File: config.mk
export PLATFORM = sky130hd
export DESIGN_NAME = regfile_writeback
export DESIGN_NICKNAME = d
export VERILOG_FILES = /design/src/rtl/rv32_pkg.sv /design/src/rtl/load_align.sv /design/src/rtl/regfile_writeback.sv
export SDC_FILE = /design/constraint.sdc
export NUM_CORES = 1
export LEC_CHECK = 0
export ABC_AREA = 1
export CAP_MARGIN = 15
export CORE_MARGIN = 5
export CORE_UTILIZATION = 50
export CTS_BUF_LIST = sky130_fd_sc_hd__clkbuf_16
export DETAILED_ROUTE_END_ITERATION = 10
export GPL_TIMING_DRIVEN = 0
export HOLD_SLACK_MARGIN = 0.15
export PLACE_DENSITY = 0.87
export SLEW_MARGIN = 15
export SYNTH_ARGS = -nofsm -noshare
export SYNTH_HDL_FRONTEND = slang
export SYNTH_SLANG_ARGS = --single-unit
File: constraint.sdc
create_clock -name clk -period 2.34 [get_ports clk]
set_input_delay 0.468 -clock clk [delete_from_list [all_inputs] [get_ports clk]]
set_output_delay 0.468 -clock clk [all_outputs]
set_load 0.01 [all_outputs]
File: src/rtl/rv32_pkg.sv
`default_nettype none
// ============================================================================
//  Module   : rv32_pkg
//  Purpose  : Shared RV32 integer constants: datapath width, register count
//             and the funct3 encodings of the integer load instructions.
//  Revision : 1.0 - initial release
// ============================================================================
package rv32_pkg;

  localparam int XLEN           = 32;
  localparam int REG_COUNT      = 32;
  localparam int REG_ADDR_WIDTH = $clog2(REG_COUNT);

  // Load funct3 encodings
  localparam logic [2:0] LB  = 3'b000;
  localparam logic [2:0] LH  = 3'b001;
  localparam logic [2:0] LW  = 3'b010;
  localparam logic [2:0] LBU = 3'b100;
  localparam logic [2:0] LHU = 3'b101;

endpackage : rv32_pkg
`default_nettype wire

File: src/rtl/load_align.sv
`default_nettype none
// ============================================================================
//  Module   : load_align
//  Purpose  : Combinational load formatter. Selects the byte or halfword
//             addressed by the low address bits of a raw memory word and
//             sign- or zero-extends it according to the load type.
//  Ports    : raw_word [XLEN-1:0]  word as returned by memory
//             funct3   [2:0]       load type
//             offset   [1:0]       address bits [1:0] (byte lane)
//             data_out [XLEN-1:0]  value to write to the register file
//  Revision : 1.0 - initial release
// ============================================================================
module load_align
  import rv32_pkg::*;
#(
  parameter int XLEN = rv32_pkg::XLEN
) (
  input  logic [XLEN-1:0] raw_word,
  input  logic [2:0]      funct3,
  input  logic [1:0]      offset,
  output logic [XLEN-1:0] data_out
);

  logic [7:0]  w_byte;
  logic [15:0] w_half;

  always_comb begin
    w_byte   = raw_word[{offset, 3'b000} +: 8];
    // Halfword lane is picked by offset[1] only; offset[0] is ignored.
    w_half   = offset[1] ? raw_word[31:16] : raw_word[15:0];
    data_out = raw_word;
    case (funct3)
      LB:      data_out = {{(XLEN-8){w_byte[7]}}, w_byte};
      LH:      data_out = {{(XLEN-16){w_half[15]}}, w_half};
      LBU:     data_out = {{(XLEN-8){1'b0}}, w_byte};
      LHU:     data_out = {{(XLEN-16){1'b0}}, w_half};
      default: data_out = raw_word;
    endcase
  end

endmodule : load_align
`default_nettype wire

File: src/rtl/regfile_writeback.sv
`default_nettype none
// ============================================================================
//  Module   : regfile_writeback
//  Purpose  : Write-side front end of the integer register file. Arbitrates
//             load responses (priority) against ALU results, formats load
//             data, tracks outstanding load destinations in an in-order
//             queue and publishes a per-register pending mask for decode.
//  Ports    : clk, reset_n                  clock / async active-low reset
//             alu_valid/ready/rd/data        ALU result handshake
//             ld_issue_valid/ready/rd/funct3/offset  load issue handshake
//             ld_rsp_valid/ready/data        in-order memory response
//             wr_en/wr_addr/wr_data          registered register-file write
//             pending_mask                   bit i = load to xi outstanding
//  Revision : 1.0 - initial release
// ============================================================================
module regfile_writeback
  import rv32_pkg::*;
#(
  parameter int XLEN              = rv32_pkg::XLEN,
  parameter int REG_FILE_DEPTH    = rv32_pkg::REG_COUNT,
  parameter int REG_FILE_ADDR_LEN = $clog2(REG_FILE_DEPTH),
  parameter int LD_QUEUE_DEPTH    = 4
) (
  input  logic                         clk,
  input  logic                         reset_n,
  input  logic                         alu_valid,
  output logic                         alu_ready,
  input  logic [REG_FILE_ADDR_LEN-1:0] alu_rd,
  input  logic [XLEN-1:0]              alu_data,
  input  logic                         ld_issue_valid,
  output logic                         ld_issue_ready,
  input  logic [REG_FILE_ADDR_LEN-1:0] ld_issue_rd,
  input  logic [2:0]                   ld_issue_funct3,
  input  logic [1:0]                   ld_issue_offset,
  input  logic                         ld_rsp_valid,
  output logic                         ld_rsp_ready,
  input  logic [XLEN-1:0]              ld_rsp_data,
  output logic                         wr_en,
  output logic [REG_FILE_ADDR_LEN-1:0] wr_addr,
  output logic [XLEN-1:0]              wr_data,
  output logic [REG_FILE_DEPTH-1:0]    pending_mask
);

  localparam int PTR_W = $clog2(LD_QUEUE_DEPTH);
  localparam int CNT_W = PTR_W + 1;

  // Load queue storage (no reset needed: validity is tracked by r_count)
  logic [REG_FILE_ADDR_LEN-1:0] r_q_rd     [LD_QUEUE_DEPTH];
  logic [2:0]                   r_q_funct3 [LD_QUEUE_DEPTH];
  logic [1:0]                   r_q_offset [LD_QUEUE_DEPTH];

  logic [PTR_W-1:0]             r_wr_ptr;
  logic [PTR_W-1:0]             r_rd_ptr;
  logic [CNT_W-1:0]             r_count;
  logic [REG_FILE_DEPTH-1:0]    r_pending;

  logic                         w_empty;
  logic                         w_full;
  logic                         w_push;
  logic                         w_pop;
  logic                         w_alu_grant;
  logic [REG_FILE_ADDR_LEN-1:0] w_head_rd;
  logic [XLEN-1:0]              w_ld_data;
  logic [REG_FILE_DEPTH-1:0]    w_pending_next;

  assign w_empty   = (r_count == '0);
  assign w_full    = (r_count == CNT_W'(LD_QUEUE_DEPTH));
  assign w_head_rd = r_q_rd[r_rd_ptr];

  // A second load to a register that is already pending is held off so the
  // pending bit always belongs to exactly one queue entry.
  assign ld_issue_ready = !w_full &&
                          !((ld_issue_rd != '0) && r_pending[ld_issue_rd]);
  assign ld_rsp_ready   = !w_empty;

  assign w_push      = ld_issue_valid && ld_issue_ready;
  assign w_pop       = ld_rsp_valid && !w_empty;
  assign alu_ready   = !w_pop;
  assign w_alu_grant = alu_valid && alu_ready;

  assign pending_mask = r_pending;

  load_align #(
    .XLEN (XLEN)
  ) u_load_align (
    .raw_word (ld_rsp_data),
    .funct3   (r_q_funct3[r_rd_ptr]),
    .offset   (r_q_offset[r_rd_ptr]),
    .data_out (w_ld_data)
  );

  // Clear for the retiring head, set for the new issue. They never target
  // the same register because issue to a pending rd is refused.
  always_comb begin
    w_pending_next = r_pending;
    if (w_pop && (w_head_rd != '0)) begin
      w_pending_next[w_head_rd] = 1'b0;
    end
    if (w_push && (ld_issue_rd != '0)) begin
      w_pending_next[ld_issue_rd] = 1'b1;
    end
  end

  always_ff @(posedge clk) begin
    if (w_push) begin
      r_q_rd[r_wr_ptr]     <= ld_issue_rd;
      r_q_funct3[r_wr_ptr] <= ld_issue_funct3;
      r_q_offset[r_wr_ptr] <= ld_issue_offset;
    end
  end

  always_ff @(posedge clk or negedge reset_n) begin
    if (!reset_n) begin
      r_wr_ptr  <= '0;
      r_rd_ptr  <= '0;
      r_count   <= '0;
      r_pending <= '0;
    end else begin
      r_pending <= w_pending_next;
      if (w_push) begin
        r_wr_ptr <= r_wr_ptr + PTR_W'(1);
      end
      if (w_pop) begin
        r_rd_ptr <= r_rd_ptr + PTR_W'(1);
      end
      case ({w_push, w_pop})
        2'b10:   r_count <= r_count + CNT_W'(1);
        2'b01:   r_count <= r_count - CNT_W'(1);
        default: r_count <= r_count;
      endcase
    end
  end

  // Registered write port; address/data hold when nothing is granted.
  always_ff @(posedge clk or negedge reset_n) begin
    if (!reset_n) begin
      wr_en   <= 1'b0;
      wr_addr <= '0;
      wr_data <= '0;
    end else if (w_pop) begin
      wr_en   <= (w_head_rd != '0);
      wr_addr <= w_head_rd;
      wr_data <= w_ld_data;
    end else if (w_alu_grant) begin
      wr_en   <= (alu_rd != '0);
      wr_addr <= alu_rd;
      wr_data <= alu_data;
    end else begin
      wr_en   <= 1'b0;
    end
  end

`ifndef SYNTHESIS
  // Memory must not return data with no load outstanding.
  a_rsp_with_empty_queue : assert property (
    @(posedge clk) disable iff (!reset_n) ld_rsp_valid |-> !w_empty);

  // Decode must stall an ALU op whose destination still awaits a load.
  a_alu_to_pending_rd : assert property (
    @(posedge clk) disable iff (!reset_n)
    (w_alu_grant && (alu_rd != '0)) |-> !r_pending[alu_rd]);
`endif

endmodule : regfile_writeback
`default_nettype wire

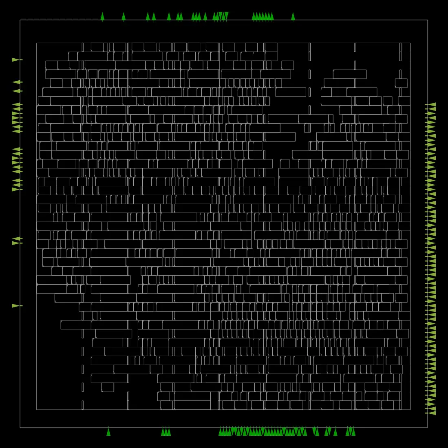
Figure 1: run 1, placed standard cells.
non-filler instance count after layout: 1211
utilization of the core after routing: 73.2%
# rows: 41

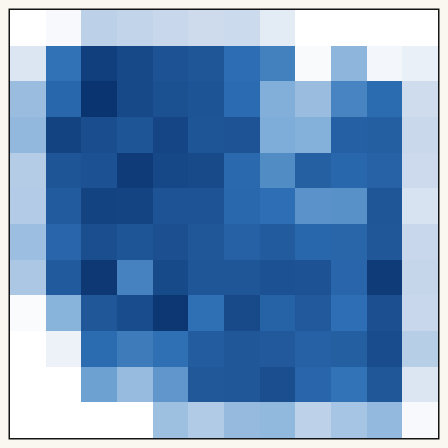
Figure 2: run 1, placement density heat map.
12 x 12 tiles, from white (low) to dark blue (high), 0 to 100% covered.
The mean over all tiles is 59%. The densest ninth of the die: centre. 53% of the tiles are over 75% full.

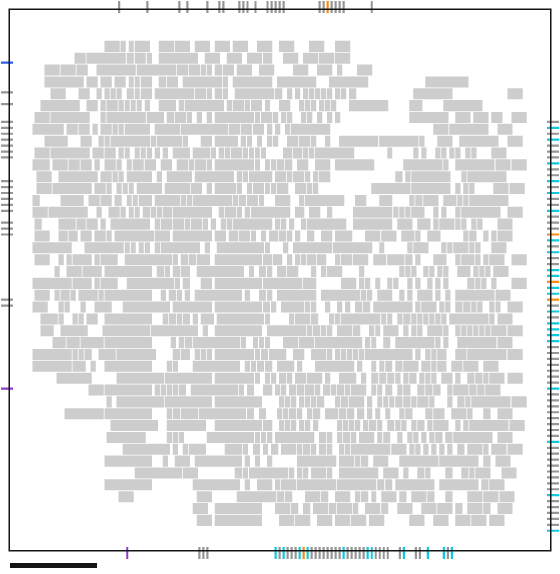
Figure 3: run 1, I/O pins on the die edge.
Scale bar: 20 um. Pins as bars across the die edge, other pins in grey.
Blue is clk, pins 1, direction input, edge west. Orange is wr_addr, pins 5, direction output, edge 3 east, 1 south, 1 north. Purple is ld_issue_offset, pins 2, direction input, edge 1 west, 1 south. Cyan is alu_data, pins 32, direction input, edge 21 east, 11 south.
All pins by edge: 70 east, 41 south, 24 north, 22 west.

==> summary.txt, run 1 <==
Implementation status.

- The inverter tally of the final layout excluding the clock network is 86.
- The dominant synthesized flop cell is sky130_fd_sc_hd__dfrtp_1.
- In the synthesized netlist, mux cells make up 0% of the area.
- The number of cells on the worst hold path is 1.
- The number of buffers inserted by hold repair at cts is 1.
- Ranked by instance count, the synthesized netlist is headed by sky130_fd_sc_hd__nand2_1, sky130_fd_sc_hd__nor2_1, sky130_fd_sc_hd__inv_1, sky130_fd_sc_hd__dfrtp_1, sky130_fd_sc_hd__o21ai_0.
- The signal on the critical path passes through inv_1 > o21ai_1 > nand2_1 > nand2_1 > nand2_1 > nand2_1 > inv_1 > nand3_2 > nand2_2 > nand3_4 > ha_2 > inv_2 > fa_2 > a21oi_2 > o21ai_2 > xor2_1.
- The flow ran to the end, but the final reports show violations.
- The setup slack after layout is -0.0186 ns.
- The worst path uses 101% of the clock period.
- In the final timing run, aggregate negative setup slack is -0.0186 ns.
- In the final routing, the length of wire on met1 measures 7.94 mm.
- The count of nets left with antenna violations once routing finished came out at 0.
- The power report puts the leakage power at 4.20 nW.
- The number of tap instances is 172.
- Per the area breakdown, the dominant cell category is registers.
- The max-cap violation count is 0.
- The worst path in the final design needs a cycle of 2.36 ns, including I/O delays and setup.
- Summing the areas of all compound-gate instances in the mapped netlist gives 15.7% of the synthesized area.
- After Yosys synthesis, full adders, half adders and majority gates account for 1.27% of the synthesized area.
- For the worst flop-to-flop path, the logic depth is 16.
- The fraction of area in clock buffers and inverters is 6.20%.
- The longest incremental delay of any stage on the critical path is reported as 0.38 ns.
- The die covers 0.0154 mm2.
- The number of global-route vias before repair came to 6508.
- The clock-net power is 0.00253 W.
- Per the layout report, the design carries 939 filler cells.
- The logic depth of the worst setup path including buffers is 16.
- Leaving out fill and tap cells, the most frequent cells in the layout are sky130_fd_sc_hd__nand2_1, sky130_fd_sc_hd__clkdlybuf4s50_1, sky130_fd_sc_hd__inv_1, sky130_fd_sc_hd__nor2_1, sky130_fd_sc_hd__dfrtp_1.
- The parity-gate share of the synthesized area counting xor and xnor cells is 0.405%.
- The routed via count is 6740.
- The pin count of the biggest net entering global routing is 52.
- The checks that failed: setup timing.
- The class of the tightest hold or removal check is primary input to flop.
- The met1 demand-to-capacity share in global routing is 33.7%.
- For the worst reg-to-reg path, the startpoint reported by OpenROAD is pending_mask[10].
- The number of instances in the placed design is 1164.
- The total of endpoints with negative setup slack in the final report is 1.
- The first-pass GRT wire length is 31.9 mm.
- For the worst min-delay path, the startpoint reported by OpenROAD is ld_issue_rd[2].
- The mean cell area of the mapped netlist is 7.78 um2.
- At the floorplan stage, the core utilization is reported as 51.2%.
- After synthesis the cells add up to 0.00649 mm2.
- TritonCTS built the clock tree.
- In this run, synthesis inferred 40 flip-flops with an integrated enable.
- In the synthesized netlist, the dominant kind of combinational cell is simple AND/OR/NAND/NOR gates.
- The area share of and/or/nand/nor cells after synthesis is 26.7%.
- The met2 track utilization from global routing is 45.2%.
- The library cell used most frequently in the layout, excluding fill and tap cells, is sky130_fd_sc_hd__nand2_1.
- Looking at the power breakdown, the clock network takes 20.8% of the total.
- The area of the placeable core is 0.0127 mm2.
- Post-CTS timing repair inserted 7 buffers for setup.
- Synthesis produced a netlist with a net count of 925.
- Sequential cells burn 28.3% of the power.
- In the placement report, post-DP HPWL is listed as 14.7 mm.
- The longest clock path from root to sink contains 2 buffers.
- The total DRC errors in the routed layout is 0.
- The routed wire length is 21.5 mm.
- The count of final max-slew check failures is 0.
- The width of the die is 124 um.
- The average via count per standard cell is 5.57.
- In this run the top signal layer used is met4.
- Summing all flip-flop and latch instances after layout gives 0.00313 mm2.
- Yosys reports a chip area of 0.00649 mm2.
- In the layout the tool counted multi-input logic cells amounting to 599.
- Data on the critical path is required at its endpoint by 2.64 ns.
- The setup check on the worst reg-to-reg path leaves a slack of -0.02 ns.
- The fraction of power consumed by combinational cells is 50.9%.
- Per the layout report, the design carries 205 non-clock buffers.
- The number of sinks handled by clock tree synthesis is 117.
- The largest part of the power goes to combinational cells.
- The post-route total power is 0.0122 W.
- The cell count in the Yosys report is 835.
- sky130_fd_sc_hd__nand2_1 is the most common cell in the netlist.
- Global routing used 27.4% of the available tracks.
- The layout has 17 clock buffers.
- The worst register-to-register path ends at r_count[2].
- The area of placed instances is 0.00838 mm2.
- The share of the yosys chip area belonging to registers is 48.2%.
- The total CTS buffers is 17.
- At the worst endpoint, the arrival time is 2.66 ns.
- Per the GRT congestion report, total overflow comes to 0.
- The startpoint kind of the worst setup timing path is a flop.
- During synthesis, Yosys emitted a total of 0 warnings.
- For the worst-skew pair, the clock arrives at the later sink with an insertion delay of 0.42 ns.
==> run 2, diff against run 1 <==
--- a/config.mk
+++ b/config.mk
@@ -14,6 +14,7 @@
 export GPL_TIMING_DRIVEN = 0
 export HOLD_SLACK_MARGIN = 0.15
 export PLACE_DENSITY = 0.87
+export SKIP_LAST_GASP = 1
 export SLEW_MARGIN = 15
 export SYNTH_ARGS = -nofsm -noshare
 export SYNTH_HDL_FRONTEND = slang
==> run 2 against run 1 <==
Effect of this change:
- the flow now finishes without violations
- clock skew hardly changed
- critical path depth is the same
- combinational power barely moved
==> summary.txt, run 2 <==
Implementation status.

- The area of placed instances is 0.00838 mm2 (unchanged).
- STA classifies the critical path startpoint as a flop.
- Measured along the y axis, the die boundary spans 124 um.
- The fraction of power consumed by combinational cells is 50.7% (-0.2 points).
- The area growth from synthesis to layout is 42.4%.
- The non-filler instance count after layout is 1210 (-0.083%).
- Looking at the area split, the leading class of cells is registers.
- The clock latency of the later-clocked register in the worst-skew pair is 0.42 ns (about the same).
- Looking at the gate-level netlist, the highest instance count belongs to sky130_fd_sc_hd__nand2_1.
- The reported leakage power is 4.19 nW (-0.17%).
- The dominant synthesized flop cell is sky130_fd_sc_hd__dfrtp_1.
- For reference, the top cells by count after synthesis are sky130_fd_sc_hd__nand2_1, sky130_fd_sc_hd__nor2_1, sky130_fd_sc_hd__inv_1, sky130_fd_sc_hd__dfrtp_1, sky130_fd_sc_hd__o21ai_0.
- The tally of nets with antenna violations remaining after routing is 0 (unchanged).
- The number of nets at floorplan is 925 (unchanged).
- The pin count of the biggest net entering global routing is 52 (unchanged).
- The path depth of the worst reg2reg path is 16 (unchanged).
- The max-cap violation count is 0 (unchanged).
- The post-route total power was 0.0122 W (-0.15%).
- Walking the worst path, the cells encountered are inv_1 > o21ai_1 > nand2_1 > nand2_1 > nand2_1 > nand2_1 > inv_1 > nand3_2 > nand2_2 > nand3_4 > ha_2 > inv_2 > fa_2 > a21oi_2 > o21ai_2 > xor2_1.
- The aggregate global-route resource usage is 27.4% (unchanged).
- The clock network fraction of total power is 20.9% (about the same).
- The kind of cell adding the most delay to the critical path is simple AND/OR/NAND/NOR gates.
- Global route summary, busiest routing layer listed as met2.
- The fraction of area in registers is 33.8%.
- The buffer count excluding the clock tree in the final layout came to 204 (-0.49%).
- The gate count after technology mapping is 835.
- The logic depth of the worst setup path including buffers is 16 (unchanged).
- The area of the placeable core was 0.0127 mm2 (unchanged).
- The final hold violation count is 0.
- The most critical setup path has its startpoint at pending_mask[10].
- The worst-case register-to-register setup slack is 0.01 ns (+0.03 ns).
- The total of endpoints with negative setup slack in the final report was 0 (-1).
- The largest area contributor in the netlist is sky130_fd_sc_hd__dfrtp_1.
- The flow ran to the end, and the final reports show no timing, DRC or antenna violations.
- The highest fanout seen on the critical path is 3.
- The first-pass GRT wire length came to 31.9 mm (unchanged).
- The wire length per cell after detailed routing is 17.8 um.
- The largest non-sequential cell family by area is simple AND/OR/NAND/NOR gates.
- The multi-input combinational cells in the finished layout cover a total of 0.00303 mm2.
- The width of the die is 124 um (unchanged).
- The first routing iteration left 752 violations.
- The met1 demand-to-capacity share in global routing is 33.7% (unchanged).
- After synthesis, the largest area contributor takes up 29.7% of total cell area.
- The tally of yosys warning messages came to 0 (unchanged).
- The number of sinks handled by clock tree synthesis came to 117 (unchanged).
- In this run the critical register-to-register path is captured at r_count[2].
- According to the timing report, the critical path is captured at r_count[2].
- The critical path's largest stage delay is 0.38 ns (about the same).
- The clock tree buffer count of the final layout is 17 (unchanged).
- Setup repair after global routing could not meet its margin everywhere.
- The multi-input combinational cell count was 599 (unchanged).
- The total DRC errors in the routed layout is 0 (unchanged).
- The count of fill cells added during filler insertion is 943 (+0.43%).
- The routed wire length is 21.6 mm (+0.56%).
- The fraction of cell area in multi-input combinational cells is reported as 32.8%.
- The number of instances in the placed design is 1164 (unchanged).
- The area of the chip is 0.0154 mm2 (unchanged).
- The fraction of the mapped netlist area in compound gates is 15.7% (unchanged).
- The inverter tally of the final layout excluding the clock network is 86 (unchanged).
- The count of flip-flops with a built-in enable after synthesis came to 40 (unchanged).
- The final-layout setup total negative slack is 0 ns (+0.0186 ns).
- The met2 track utilization from global routing is 45.2% (unchanged).
- The number of global-route vias before repair is 6508 (unchanged).
- The overflow left after global routing is 0 (unchanged).
- The count of final max-slew check failures is 0 (unchanged).
- The core utilization before placement is 51.2% (unchanged).
- Per the detail_route log, met2 wirelength is 10.1 mm.
- Per the detail_route log, the uppermost layer with routed signals is met4.
- The number of cells on the worst hold path came to 1 (unchanged).
- The area fraction in mux cells came to 0% (unchanged).
- Per the OpenROAD power report, switching power amounts to 0.00501 W.
- The parity-gate share of the synthesized area counting xor and xnor cells came to 0.405% (unchanged).
- The endpoint arrival time on the critical path was 2.62 ns (-0.04 ns).
- Power attributed to sequential cells is 0.00345 W.
- The register area is 0.00313 mm2 (unchanged).
- The slowest library cell on the worst path is sky130_fd_sc_hd__fa_2.
- The share of total power in sequential cells is 28.4% (about the same).
- The setup slack after layout is 0.0150 ns (+0.0336 ns).
- According to the hold report, the worst path is of the primary input to flop type.
- The number of standard-cell rows in the floorplan came to 41 (unchanged).
- The number of buffers inserted by post-CTS setup repair is 7 (unchanged).
- The buffer_ports step reported a buffer count of 156.
- Per the cell usage report, the commonest logic cells after layout are sky130_fd_sc_hd__nand2_1, sky130_fd_sc_hd__clkdlybuf4s50_1, sky130_fd_sc_hd__inv_1, sky130_fd_sc_hd__nor2_1, sky130_fd_sc_hd__dfrtp_1.
- On met3, the global router reports a usage of 5.77%.
- The total iterations of the first detailed-routing run is 5.
- Per the timing report, the most critical flop-to-flop path originates at pending_mask[10].
- The weighted congestion at the end of routability-driven global placement is 0.958.
- The non-clock buffer share of cell area is 21.1%.
- The most common library cell in the layout ignoring fill and taps is sky130_fd_sc_hd__nand2_1.
- The power density relative to cell area is 1320 mW/mm2.
- The average via count per standard cell is 5.57 (about the same).
- Across all hold checks on the routed design, the worst slack comes to 0.302 ns.
- The area share of fa/ha/maj cells after synthesis is 1.27% (unchanged).
- The routed via count is 6737 (-0.045%).
- The critical path is of the flop to flop type.
- The cell area after synthesis came to 0.00649 mm2 (unchanged).
- The post-layout utilization of the core came to 73.0% (-0.20 points).
- The chip area from the yosys synthesis statistics is 0.00649 mm2 (unchanged).
- The time the final worst path needs with I/O delays and setup came to 2.33 ns (-0.0336 ns).
- For the completed layout, the total cell area is recorded as 0.00924 mm2.
- Per STA, the library cell used most along the worst path is sky130_fd_sc_hd__nand2_1.
- The source of the worst hold timing path is ld_issue_rd[2].
- The fraction of area in clock buffers and inverters is 6.21% (+0.017 points).
- The worst-margin pin slew is 0.759 ns.
- In this run the count of I/O pins placed on the die edge is 157.
- Net switching is 41.2% of the power.
- The number of tap instances is 172 (unchanged).
- The number of sequential storage elements is 117.
- For this run, the post-layout net count is 1115.
- The reported combinational group power is 0.00617 W.
- For hold timing, the worst endpoint is r_q_rd[0][2].
- Along the critical path, the tally of buffer and inverter instances is 3.
- The share of the yosys chip area belonging to registers was 48.2% (unchanged).
- Summed over all nets, wire length on met3 after detailed routing comes to 2.29 mm.
- The area share of and/or/nand/nor cells after synthesis was 26.7% (unchanged).
- The post-DP HPWL is 14.7 mm (unchanged).
- The mean cell area of the mapped netlist was 7.78 um2 (unchanged).
- The clock-net power is 0.00254 W (about the same).
- The number of buffers inserted by hold repair at cts is 1 (unchanged).
- The met1 routed wirelength after detailed routing was 8.03 mm (+1.2%).
- The main power-consuming group is combinational cells.
- The final worst clock skew is 0.0128 ns.
- The maximum root-to-sink buffer count is 2 (unchanged).
- The clock tree from TritonCTS is built.
- The data required time of the critical path was 2.64 ns (about the same).
- The total inserted antenna cells is 0.
- The main area contributors are sky130_fd_sc_hd__dfrtp_1, sky130_fd_sc_hd__edfxtp_1, sky130_fd_sc_hd__nand2_1.
- The cell count in the Yosys report is 835 (unchanged).
- The final clock period utilization by the worst path is 99.4% (-1.4 points).
- The pre-CTS setup check shows a worst slack of -1.37 ns.
- The total CTS buffers is 17 (unchanged).
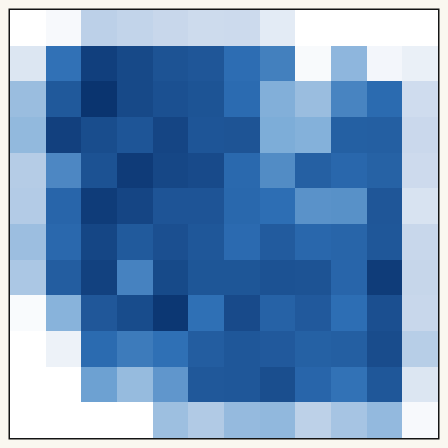
Figure 4: run 2, placement density heat map.
12 x 12 tiles, from white (low) to dark blue (high), 0 to 100% covered.
52% of the tiles are over 75% full. The mean over all tiles is 59%. The fullest tile reaches 99%. 8.3% of the tiles are nearly empty.

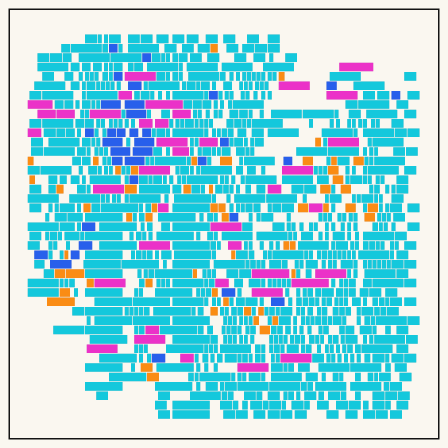
Figure 5: run 2, sizing map.
Cyan is _0 and _1 cells, cells 910, share 88%. Blue is _3 and _4 cells, cells 34, share 3.3%. Orange is _2 cells, cells 55, share 5.3%. Magenta is _6 and larger, cells 39, share 3.8%.

Power is estimated from default activity; no workload was simulated.
